run_1/metal_density.png
Scale bar: 50 um. 22 x 22 tiles, from dark purple (low) to yellow (high), scaled to the fullest tile. Values are wire area over tile area, all layers added.
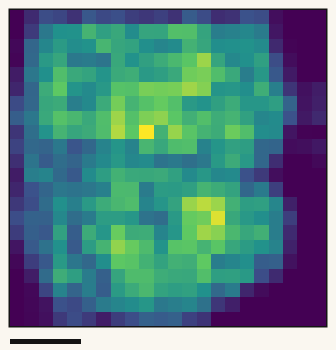
run_1/congestion.png
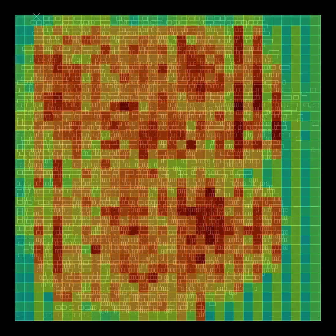
run_1/placement_by_type.png
Scale bar: 50 um.
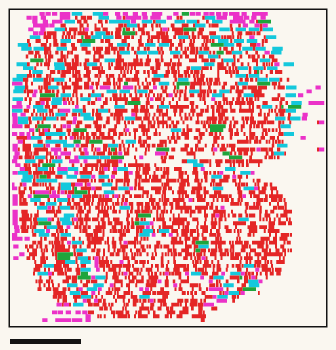
## src/rtl/seq_mul_div_pkg.sv

```systemverilog
// Shared op codes and helpers for the iterative multiply/divide unit.
// Op codes sit alongside the ALU op codes used by the execute stage.
package seq_mul_div_pkg;

    localparam int MDU_OP_BIT = 3;

    localparam logic [MDU_OP_BIT-1:0] MDU_OP_MULT  = 3'd0;
    localparam logic [MDU_OP_BIT-1:0] MDU_OP_MULTU = 3'd1;
    localparam logic [MDU_OP_BIT-1:0] MDU_OP_DIV   = 3'd2;
    localparam logic [MDU_OP_BIT-1:0] MDU_OP_DIVU  = 3'd3;
    localparam logic [MDU_OP_BIT-1:0] MDU_OP_MTHI  = 3'd4;
    localparam logic [MDU_OP_BIT-1:0] MDU_OP_MTLO  = 3'd5;

    // Magnitude of a 32-bit operand; the most negative value maps onto itself,
    // which the unsigned datapath reads as the correct magnitude 2^31.
    function automatic logic [31:0] abs32(input logic [31:0] v, input logic is_signed);
        return (is_signed && v[31]) ? (~v + 32'd1) : v;
    endfunction

endpackage

```

## src/rtl/seq_mul_div_mdu_step.sv

```systemverilog
// One combinational iteration on the partial {acc, operand} register:
// LSB-first shift-add for multiply, MSB-first restoring shift-subtract for divide.
module seq_mul_div_mdu_step #(
    parameter bit IS_DIV = 1'b0
) (
    input  logic [31:0] acc_in,
    input  logic [31:0] opd_in,
    input  logic [31:0] arg,
    output logic [31:0] acc_out,
    output logic [31:0] opd_out
);

    if (IS_DIV) begin : g_div
        logic [32:0] shifted;
        logic        fits;

        // The remainder always stays below the divisor, so the 32-bit wrapped
        // difference is exact whenever the subtraction is taken.
        assign shifted = {acc_in, opd_in[31]};
        assign fits    = (shifted >= {1'b0, arg});
        assign acc_out = fits ? (shifted[31:0] - arg) : shifted[31:0];
        assign opd_out = {opd_in[30:0], fits};
    end else begin : g_mul
        logic [32:0] sum;

        assign sum     = {1'b0, acc_in} + (opd_in[0] ? {1'b0, arg} : 33'd0);
        assign acc_out = sum[32:1];
        assign opd_out = {sum[0], opd_in[31:1]};
    end

endmodule

```

## src/rtl/seq_mul_div.sv

```systemverilog
// Iterative MULT/MULTU/DIV/DIVU unit owning the architectural HI/LO registers.
// Magnitudes are iterated unsigned; sign correction happens in a single FIX cycle.
module seq_mul_div
    import seq_mul_div_pkg::*;
#(
    parameter int STEP_BITS = 1
) (
    input  logic                  clk,
    input  logic                  rst,
    input  logic                  start,
    input  logic [MDU_OP_BIT-1:0] op,
    input  logic [31:0]           data_x,
    input  logic [31:0]           data_y,
    input  logic                  flush,
    output logic                  busy,
    output logic                  done,
    output logic [31:0]           hi,
    output logic [31:0]           lo
);

    localparam int N_ITER = 32 / STEP_BITS;
    localparam int CNT_W  = $clog2(N_ITER) + 1;

    typedef enum logic [1:0] {S_IDLE, S_RUN, S_FIX} state_e;

    state_e             state, state_next;
    logic [CNT_W-1:0]   cnt;
    logic [31:0]        acc_q, opd_q, arg_q, x_orig_q;
    logic               is_div_q, neg_q, rem_neg_q, div0_q;

    logic               is_signed, is_div_op, is_md, last_iter;
    logic [31:0]        step_acc, step_opd;
    logic [63:0]        prod_fix;
    logic [31:0]        quot_fix, rem_fix, fix_hi, fix_lo;

    assign is_signed = (op == MDU_OP_MULT) || (op == MDU_OP_DIV);
    assign is_div_op = (op == MDU_OP_DIV) || (op == MDU_OP_DIVU);
    assign is_md     = is_div_op || (op == MDU_OP_MULT) || (op == MDU_OP_MULTU);
    assign last_iter = (cnt == CNT_W'(N_ITER - 1));
    assign busy      = (state != S_IDLE);

    for (genvar i = 0; i < STEP_BITS; i++) begin : g_mul
        logic [31:0] acc_i, opd_i, acc_o, opd_o;
        if (i == 0) begin : g_head
            assign acc_i = acc_q;
            assign opd_i = opd_q;
        end else begin : g_link
            assign acc_i = g_mul[i-1].acc_o;
            assign opd_i = g_mul[i-1].opd_o;
        end
        seq_mul_div_mdu_step #(.IS_DIV(1'b0)) u_step (
            .acc_in (acc_i),
            .opd_in (opd_i),
            .arg    (arg_q),
            .acc_out(acc_o),
            .opd_out(opd_o)
        );
    end

    for (genvar i = 0; i < STEP_BITS; i++) begin : g_div
        logic [31:0] acc_i, opd_i, acc_o, opd_o;
        if (i == 0) begin : g_head
            assign acc_i = acc_q;
            assign opd_i = opd_q;
        end else begin : g_link
            assign acc_i = g_div[i-1].acc_o;
            assign opd_i = g_div[i-1].opd_o;
        end
        seq_mul_div_mdu_step #(.IS_DIV(1'b1)) u_step (
            .acc_in (acc_i),
            .opd_in (opd_i),
            .arg    (arg_q),
            .acc_out(acc_o),
            .opd_out(opd_o)
        );
    end

    assign step_acc = is_div_q ? g_div[STEP_BITS-1].acc_o : g_mul[STEP_BITS-1].acc_o;
    assign step_opd = is_div_q ? g_div[STEP_BITS-1].opd_o : g_mul[STEP_BITS-1].opd_o;

    // Sign correction and the divide-by-zero override feeding the HI/LO write.
    always_comb begin
        prod_fix = neg_q ? (~{acc_q, opd_q} + 64'd1) : {acc_q, opd_q};
        quot_fix = neg_q ? (~opd_q + 32'd1) : opd_q;
        rem_fix  = rem_neg_q ? (~acc_q + 32'd1) : acc_q;
        fix_hi   = prod_fix[63:32];
        fix_lo   = prod_fix[31:0];
        if (is_div_q) begin
            fix_hi = div0_q ? x_orig_q : rem_fix;
            fix_lo = div0_q ? 32'hFFFF_FFFF : quot_fix;
        end
    end

    always_ff @(posedge clk) begin
        if (rst) state <= S_IDLE;
        else     state <= state_next;
    end

    always_comb begin
        state_next = state;
        unique case (state)
            S_IDLE:  if (start && !flush && is_md) state_next = S_RUN;
            S_RUN:   if (flush) state_next = S_IDLE;
                     else if (last_iter) state_next = S_FIX;
            S_FIX:   state_next = S_IDLE;
            default: state_next = S_IDLE;
        endcase
    end

    // Flush blocks every write so an aborted op leaves HI/LO untouched.
    always_ff @(posedge clk) begin
        if (rst) begin
            cnt       <= '0;
            acc_q     <= '0;
            opd_q     <= '0;
            arg_q     <= '0;
            x_orig_q  <= '0;
            is_div_q  <= 1'b0;
            neg_q     <= 1'b0;
            rem_neg_q <= 1'b0;
            div0_q    <= 1'b0;
            hi        <= '0;
            lo        <= '0;
            done      <= 1'b0;
        end else begin
            done <= 1'b0;
            unique case (state)
                S_IDLE: if (start && !flush) begin
                    if (op == MDU_OP_MTHI) begin
                        hi   <= data_x;
                        done <= 1'b1;
                    end else if (op == MDU_OP_MTLO) begin
                        lo   <= data_x;
                        done <= 1'b1;
                    end else if (is_md) begin
                        cnt       <= '0;
                        acc_q     <= '0;
                        opd_q     <= abs32(data_x, is_signed);
                        arg_q     <= abs32(data_y, is_signed);
                        x_orig_q  <= data_x;
                        is_div_q  <= is_div_op;
                        neg_q     <= is_signed && (data_x[31] ^ data_y[31]);
                        rem_neg_q <= is_signed && data_x[31];
                        div0_q    <= (data_y == 32'd0);
                    end
                end
                S_RUN: if (!flush) begin
                    acc_q <= step_acc;
                    opd_q <= step_opd;
                    cnt   <= cnt + CNT_W'(1);
                end
                S_FIX: if (!flush) begin
                    hi   <= fix_hi;
                    lo   <= fix_lo;
                    done <= 1'b1;
                end
                default: ;
            endcase
        end
    end

endmodule

```

## config.mk

```make
export PLATFORM = sky130hd
export DESIGN_NAME = seq_mul_div
export DESIGN_NICKNAME = d
export VERILOG_FILES = /design/src/rtl/seq_mul_div_pkg.sv /design/src/rtl/seq_mul_div_mdu_step.sv /design/src/rtl/seq_mul_div.sv
export SDC_FILE = /design/constraint.sdc
export NUM_CORES = 1
export LEC_CHECK = 0
export ABC_AREA = 1
export ABC_CLOCK_PERIOD_IN_PS = 3100
export CORE_UTILIZATION = 40
export CTS_CLUSTER_DIAMETER = 200
export DETAILED_ROUTE_END_ITERATION = 16
export PLACE_DENSITY = 0.67
export SLEW_MARGIN = 15
export SYNTH_ARGS = -nofsm -noshare
export SYNTH_HDL_FRONTEND = slang
export SYNTH_SLANG_ARGS = --single-unit
```

## constraint.sdc

```tcl
create_clock -name clk -period 3.1 [get_ports clk]
set_clock_uncertainty 0.1 [all_clocks]
set_input_delay 0.62 -clock clk [delete_from_list [all_inputs] [get_ports clk]]
set_output_delay 0.62 -clock clk [all_outputs]
set_load 0.02 [all_outputs]
```

==> out/qor.csv, run 1 <==
stage;metric;value;unit
clocking;clock-pin slew of the registers on the worst-case setup and hold paths;0.07;ns
synth;sequential fraction of the synthesis area;21.3;%
outcome;result of the run;complete, but fails checks;
synth;Avg Synthesized Cell Area;5.50;sq um
placement;hpwl dp;64.8;mm
detailed_routing;length of the first detailed-routing pass in iterations;14;
final_timing;relative slew slack;53.8;%
clocking;number of sinks handled by clock tree synthesis;205;
final_timing;Final Max Tran Viols;0;
cells_and_area;multi-input combinational cell area;0.0127;sq mm
grt;number of global-route vias before repair;21800;
cells_and_area;Sequential cell area;0.00411;sq mm
synth;prevailing post-synth register cell;dfxtp_1;
cells_and_area;tally of non-filler cells in the final layout;4291;
synth;net count after synthesis;3652;
detailed_routing;vias per cell;5.55;
synth;number of synthesized register bits;205;
clocking;TritonCTS clock tree;yes;
final_timing;post-route minimum period;2.94;ns
cells_and_area;layout-stage area growth over the synthesis result;18.4;%
outcome;violated checks;design-rule violations;
placement;I/O Buffers;136;
job;Maximum Capacitance Violations;0;
worst_setup_path;startpoint class of the critical path;flop;
worst_setup_path;Crit Path Category;flop to flop;
synth;post-synth area from yosys stat;0.0193;sq mm
synth;Yosys top cell by area;dfxtp_1;
final_timing;slew at the pin closest to its max-slew limit;0.693;ns
detailed_routing;post-detailed-route DRC marker count;1;
clocking;post-cts hold buffer count;0;
job;Log Warnings;26;
placement;routability congestion estimate;1.07;
clocking;Clk Tree Root Cell;clkbuf_16;
clocking;number of H-tree branching levels;1;
synth;fraction of synthesized cell area taken by the top area cell type;21.3;%
detailed_routing;initial DRC count;3003;
cells_and_area;number of inserted diodes;0;
## Picture notes: metal_density.png
mean over tiles = 0.29
fullest tile = 0.72
tiles over half the peak = 42%
emptiest ninth of the die = bottom right
nearly empty tiles = 13%
count of vias placed by the detailed router: 23800
wire length reported by the detailed router: 83.1 mm
average routed wire per standard cell: 19.4 um
overall global routing resource usage: 33.1%

## Picture notes: congestion.png
met3 routing resource usage after global routing: 5.22%
global route hottest layer: met2
Final Util: 48.0%
met2 GRT Util: 48.7%
met1 capacity usage during global routing: 48.4%

## Picture notes: placement_by_type.png
cyan -> flops  # cells 205, share of their area 19%
red -> combinational and other logic  # cells 3163, share of their area 66%
green -> clock drivers and dummy loads  # cells 48, share of their area 4.1%
magenta -> other buffers and delay cells  # cells 260, share of their area 11%

run 1: cell usage in the layout (no fill, tap or decap), types with 5 or more instances in the layout:
cell type / instances
a21oi_1: 303
a31oi_1: 20
buf_12: 13
buf_4: 111
clkbuf_16: 26
clkbuf_8: 6
clkdlybuf4s50_1: 135
clkinv_2: 7
dfxtp_1: 203
ha_1: 69
inv_1: 505
inv_2: 14
nand2_1: 992
nand3_1: 281
nand3b_1: 16
nand4_1: 36
nor2_1: 395
nor2_2: 23
nor3_1: 35
nor4_1: 5
o211ai_1: 11
o21a_1: 6
o21ai_0: 284
o21ai_1: 16
o21bai_1: 8
o22ai_1: 31
o31ai_1: 12
or2_2: 7
xor2_1: 47
run 1: cell type report:
| type | instances | area share (%) |
|---|---|---|
| clock buffer | 36 | 3.27 |
| sequential | 205 | 18.0 |
| inverter | 522 | 8.59 |
| multi-input combinational | 2641 | 55.4 |
| clock inverter | 12 | 0.646 |
| timing repair buffer | 260 | 10.7 |
| tap | 615 | 3.37 |
run 1: report_power, final:
part	internal (mW)	total, mW	switching [mW]
registers	2.74	2.84	0.0944
clock network	1.87	3.25	1.38
logic	0.706	2.20	1.49
run 1: final timing paths:
path | cells after the start | startpoint | end | slack, ns
max reg2reg | 13 | arg_q[29] | acc_q[20] | 0.16
max | 13 | arg_q[29] | acc_q[20] | 0.16
min reg2reg | 2 | x_orig_q[8] | x_orig_q[8] | 0.38
min | 2 | x_orig_q[8] | x_orig_q[8] | 0.38
run 1: worst max-delay path, cell delays in order (launching register included):
cell and delay [ns]:
dfxtp_1 0.45, inv_1 0.09, ha_1 0.35, nand2_1 0.18
nor3_1 0.48, nand3_1 0.24, nand2_1 0.17, nor2_4 0.06
nand2_4 0.07, buf_12 0.17, nand3_1 0.19, nand3_1 0.12
nand2_1 0.06, a21oi_1 0.11
run 1: layer usage:
metal	vias to the layer above	wire [um]	part of all wire, %
met2	1285	34000	41
met3	164	9210	11
met5	-	9	0.011
met4	2	2890	3.5
li1	11600	-	-
met1	10800	37000	45
run 1: through the flow:
stage | utilization (%) | setup slack [ns] | area, sq um | power (mW) | hold WS (ns)
after floorplan | - | 0.728 | 19300 | 4.15 | 0.347
after global placement | 46.1 | 0.131 | 21900 | 5.02 | 0.361
after detailed placement | 46.1 | 0.108 | 21900 | 5.01 | 0.370
after CTS | 47.9 | 0.271 | 22800 | 8.22 | 0.379
after global routing | 48.0 | 0.0180 | 22800 | 8.59 | 0.396
final | 48.0 | 0.158 | 22800 | 8.28 | 0.383
run 1: flip-flops by register name, summed over array words and instances, names as in the netlist:
name and count:
done 1, cnt 6, acc_q 32, state 2
lo 32, rem_neg_q 1, g_div.opd_i 32, div0_q 1
x_orig_q 32, hi 32, neg_q 1, is_div_q 1
arg_q 32
run 1: cell families (layout without fill, tap and decap cells):
logic type,count (synthesis),after routing,synth area share [%]
xor gates and xnor gates,49,49,2.22
DFF,205,205,21.3
AOI/OAI and AO/OA,707,707,19.5
buffers and inverters,664,830,13.2
and+or+nand+nor,1814,1814,39.1
adders and majority gates,71,71,4.68
run 1: what timing repair did:
item                       4_1_cts  5_1_grt
gates resized                    0        2
setup endpoints to repair        0        2
setup buffers                    0        0
==> inputs of run 2 (changes only) <==
--- a/config.mk
+++ b/config.mk
@@ -7,6 +7,7 @@
 export LEC_CHECK = 0
 export ABC_AREA = 1
 export ABC_CLOCK_PERIOD_IN_PS = 3100
+export CORE_MARGIN = 4
 export CORE_UTILIZATION = 40
 export CTS_CLUSTER_DIAMETER = 200
 export DETAILED_ROUTE_END_ITERATION = 16
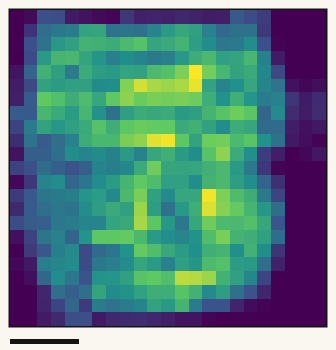
run_2/metal_density.png
Scale bar: 50 um. 23 x 23 tiles, from dark purple (low) to yellow (high), scaled to the fullest tile. Values are wire area over tile area, all layers added.
emptiest ninth of the die = bottom right
fullest tile = 0.70
tiles over half the peak = 42%
densest ninth of the die = middle

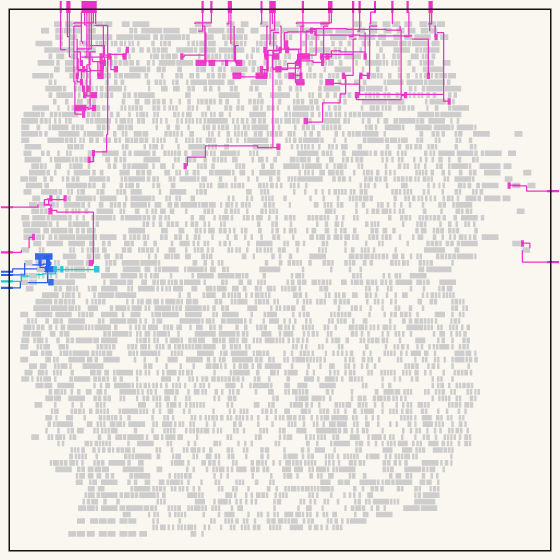
run_2/io_fan.png
cyan -> flush  # direction input, edge left, end cells 3, wire 38.5 um
blue -> op  # direction input, edge left, end cells 7, wire 82.8 um
magenta -> data_x  # direction input, edge 28 top, 2 left, 2 right, end cells 78, wire 1630 um
top-level I/O count: 137
I/O Buffers: 136

==> run 2 against run 1 <==
Effect of this change:
- the run now ends clean
- total power is 1.2% higher
- routed wire length is 1.2% higher
- critical path depth unchanged
- maximum frequency up 0.78%
- non-clock buffer count up 3
- cell count about the same
- worst hold slack got worse by 0.069 ns
- die area increased by 5.5%
- register-to-register slack improved by 0.02 ns
- global-route usage down 1.7 points
- final area grew 0.15%
- largest cell class unchanged
- largest power group unchanged
==> out/qor.csv, run 2 <==
stage;metric;value;unit
outcome;result of the run;complete, no violations;
final_timing;unrepaired setup endpoints after global routing;no;
worst_setup_path;Crit Path Category;flop to flop;
clocking;post-cts hold buffer count;0;
detailed_routing;initial DRC count;2972;
cells_and_area;layout cells sized above 1;6.58;%
detailed_routing;post-detailed-route DRC marker count;0;
clocking;number of H-tree branching levels;1;
synth;prevailing post-synth register cell;dfxtp_1;
clocking;number of sinks handled by clock tree synthesis;205;
synth;sequential fraction of the synthesis area;21.3;%
final_timing;highest achievable clock rate;343;MHz
job;Log Warnings;26;
cells_and_area;number of inserted diodes;0;
synth;Avg Synthesized Cell Area;5.50;sq um
detailed_routing;length of the first detailed-routing pass in iterations;6;
final_timing;post-route minimum period;2.92;ns
placement;hpwl dp;66.0;mm
clocking;number of gates given a new drive strength after cts;0;
grt;overall global routing resource usage;31.4;%
clocking;Post CTS Setup Buffer Count;0;
final_timing;slew at the pin closest to its max-slew limit;0.860;ns
placement;cell area after placement;0.0220;sq mm
final_timing;relative slew slack;42.7;%
floorplanning;die x size;228;um
detailed_routing;average routed wire per standard cell;19.6;um
grt;number of global-route vias before repair;21200;
synth;post-synth area from yosys stat;0.0193;sq mm
clocking;Clk Tree Root Cell;clkbuf_16;
placement;routability congestion estimate;1.04;
worst_setup_path;startpoint class of the critical path;flop;
clocking;largest buffer count on any clock path;3;
cells_and_area;most numerous logic cells after layout;992 x nand2_1, 505 x inv_1, 395 x nor2_1, 303 x a21oi_1, 284 x o21ai_0;
cells_and_area;leading cell type in the layout, fill and taps excluded;nand2_1;
detailed_routing;wire length reported by the detailed router;84.1;mm
final_timing;Final Max Tran Viols;0;
clocking;TritonCTS clock tree;yes;
clocking;clock-pin slew of the registers on the worst-case setup and hold paths;0.06;ns
synth;Yosys top cell by area;dfxtp_1;
synth;fraction of synthesized cell area taken by the top area cell type;21.3;%
floorplanning;Die Y;228;um
detailed_routing;count of vias placed by the detailed router;23600;
synth;net count after synthesis;3652;
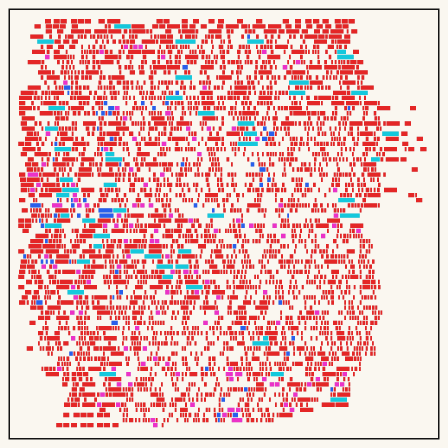
run_2/sizes.png
blue -> _2 cells  # cells 68, share 1.8%
red -> _0 and _1 cells  # cells 3436, share 93%
cyan -> _6 and larger  # cells 49, share 1.3%
magenta -> _3 and _4 cells  # cells 125, share 3.4%
total of plain and repair buffers excluding clock buffers: 263
Final Instance Area: 0.0229 sq mm
layout-stage area growth over the synthesis result: 18.6%
final setup margin: 0.180 ns

run 2: cell counts after synthesis:
Identical to the previous run, type by type.
run 2: layout make-up:
class | instances | area, sq um | share of cell area (%)
clock inverter | 15 | 203 | 0.886
inverter | 522 | 1960 | 8.57
timing repair buffer | 263 | 2460 | 10.8
multi-input combinational | 2641 | 12700 | 55.3
clock buffer | 32 | 723 | 3.16
sequential | 205 | 4110 | 17.9
tap | 615 | 769 | 3.36
run 2: final timing paths:
path | start | end | slack [ns] | depth (start not counted)
setup reg to reg | g_div[0].opd_i[0] | lo[30] | 0.18 | 13
hold reg to reg | x_orig_q[31] | x_orig_q[31] | 0.38 | 2
hold / removal | rst | arg_q[19] | 0.31 | 4
setup / recovery | g_div[0].opd_i[0] | lo[30] | 0.18 | 13
run 2: where the power goes:
| part | internal [mW] | switching [mW] | total (mW) |
|---|---|---|---|
| registers | 2.74 | 0.105 | 2.85 |
| logic | 0.703 | 1.49 | 2.19 |
| clock network | 1.99 | 1.35 | 3.34 |
| total | 5.44 | 2.94 | 8.38 |
run 2: logic make-up (layout without fill, tap and decap cells):
family	after synthesis	in the layout	synth area share, %
DFF	205	205	21.3
adders and majority gates	71	71	4.68
buffers and inverters	664	832	13.2
xor gates and xnor gates	49	49	2.22
and+or+nand+nor	1814	1814	39.1
AOI/OAI and AO/OA	707	707	19.5
run 2: metal layers:
metal	routed length (um)	global-route usage, %	vias to the layer above
met3	10300	7.04	151
met5	13	0	-
li1	-	-	11600
met1	37100	46.5	10600
met2	33900	45.4	1313
met4	2760	9.14	2
run 2: stage by stage:
stage | instances | hold WS, ns | power [mW] | setup slack [ns]
after global routing | 4293 | 0.342 | 8.67 | 0.0329
after global placement | 4246 | 0.363 | 5.02 | 0.174
after CTS | 4293 | 0.288 | 8.33 | 0.291
after floorplan | 3510 | 0.347 | 4.15 | 0.728
final | 4293 | 0.315 | 8.38 | 0.180
after detailed placement | 4246 | 0.373 | 5.01 | 0.141
run 2: critical path, stage by stage, from the launching register on:
cell and delay (ns):
dfxtp_1 0.39, buf_4 0.20, inv_2 0.06, ha_1 0.26, nand3_2 0.11, nor2_2 0.18
nand2_1 0.13, nor2_2 0.26, nand2_1 0.19, nor2_1 0.18, nor2_1 0.09, xor2_1 0.18
o21ai_0 0.35, a21oi_1 0.12
Power figures rest on the tool's default switching activity, not on a simulated workload.
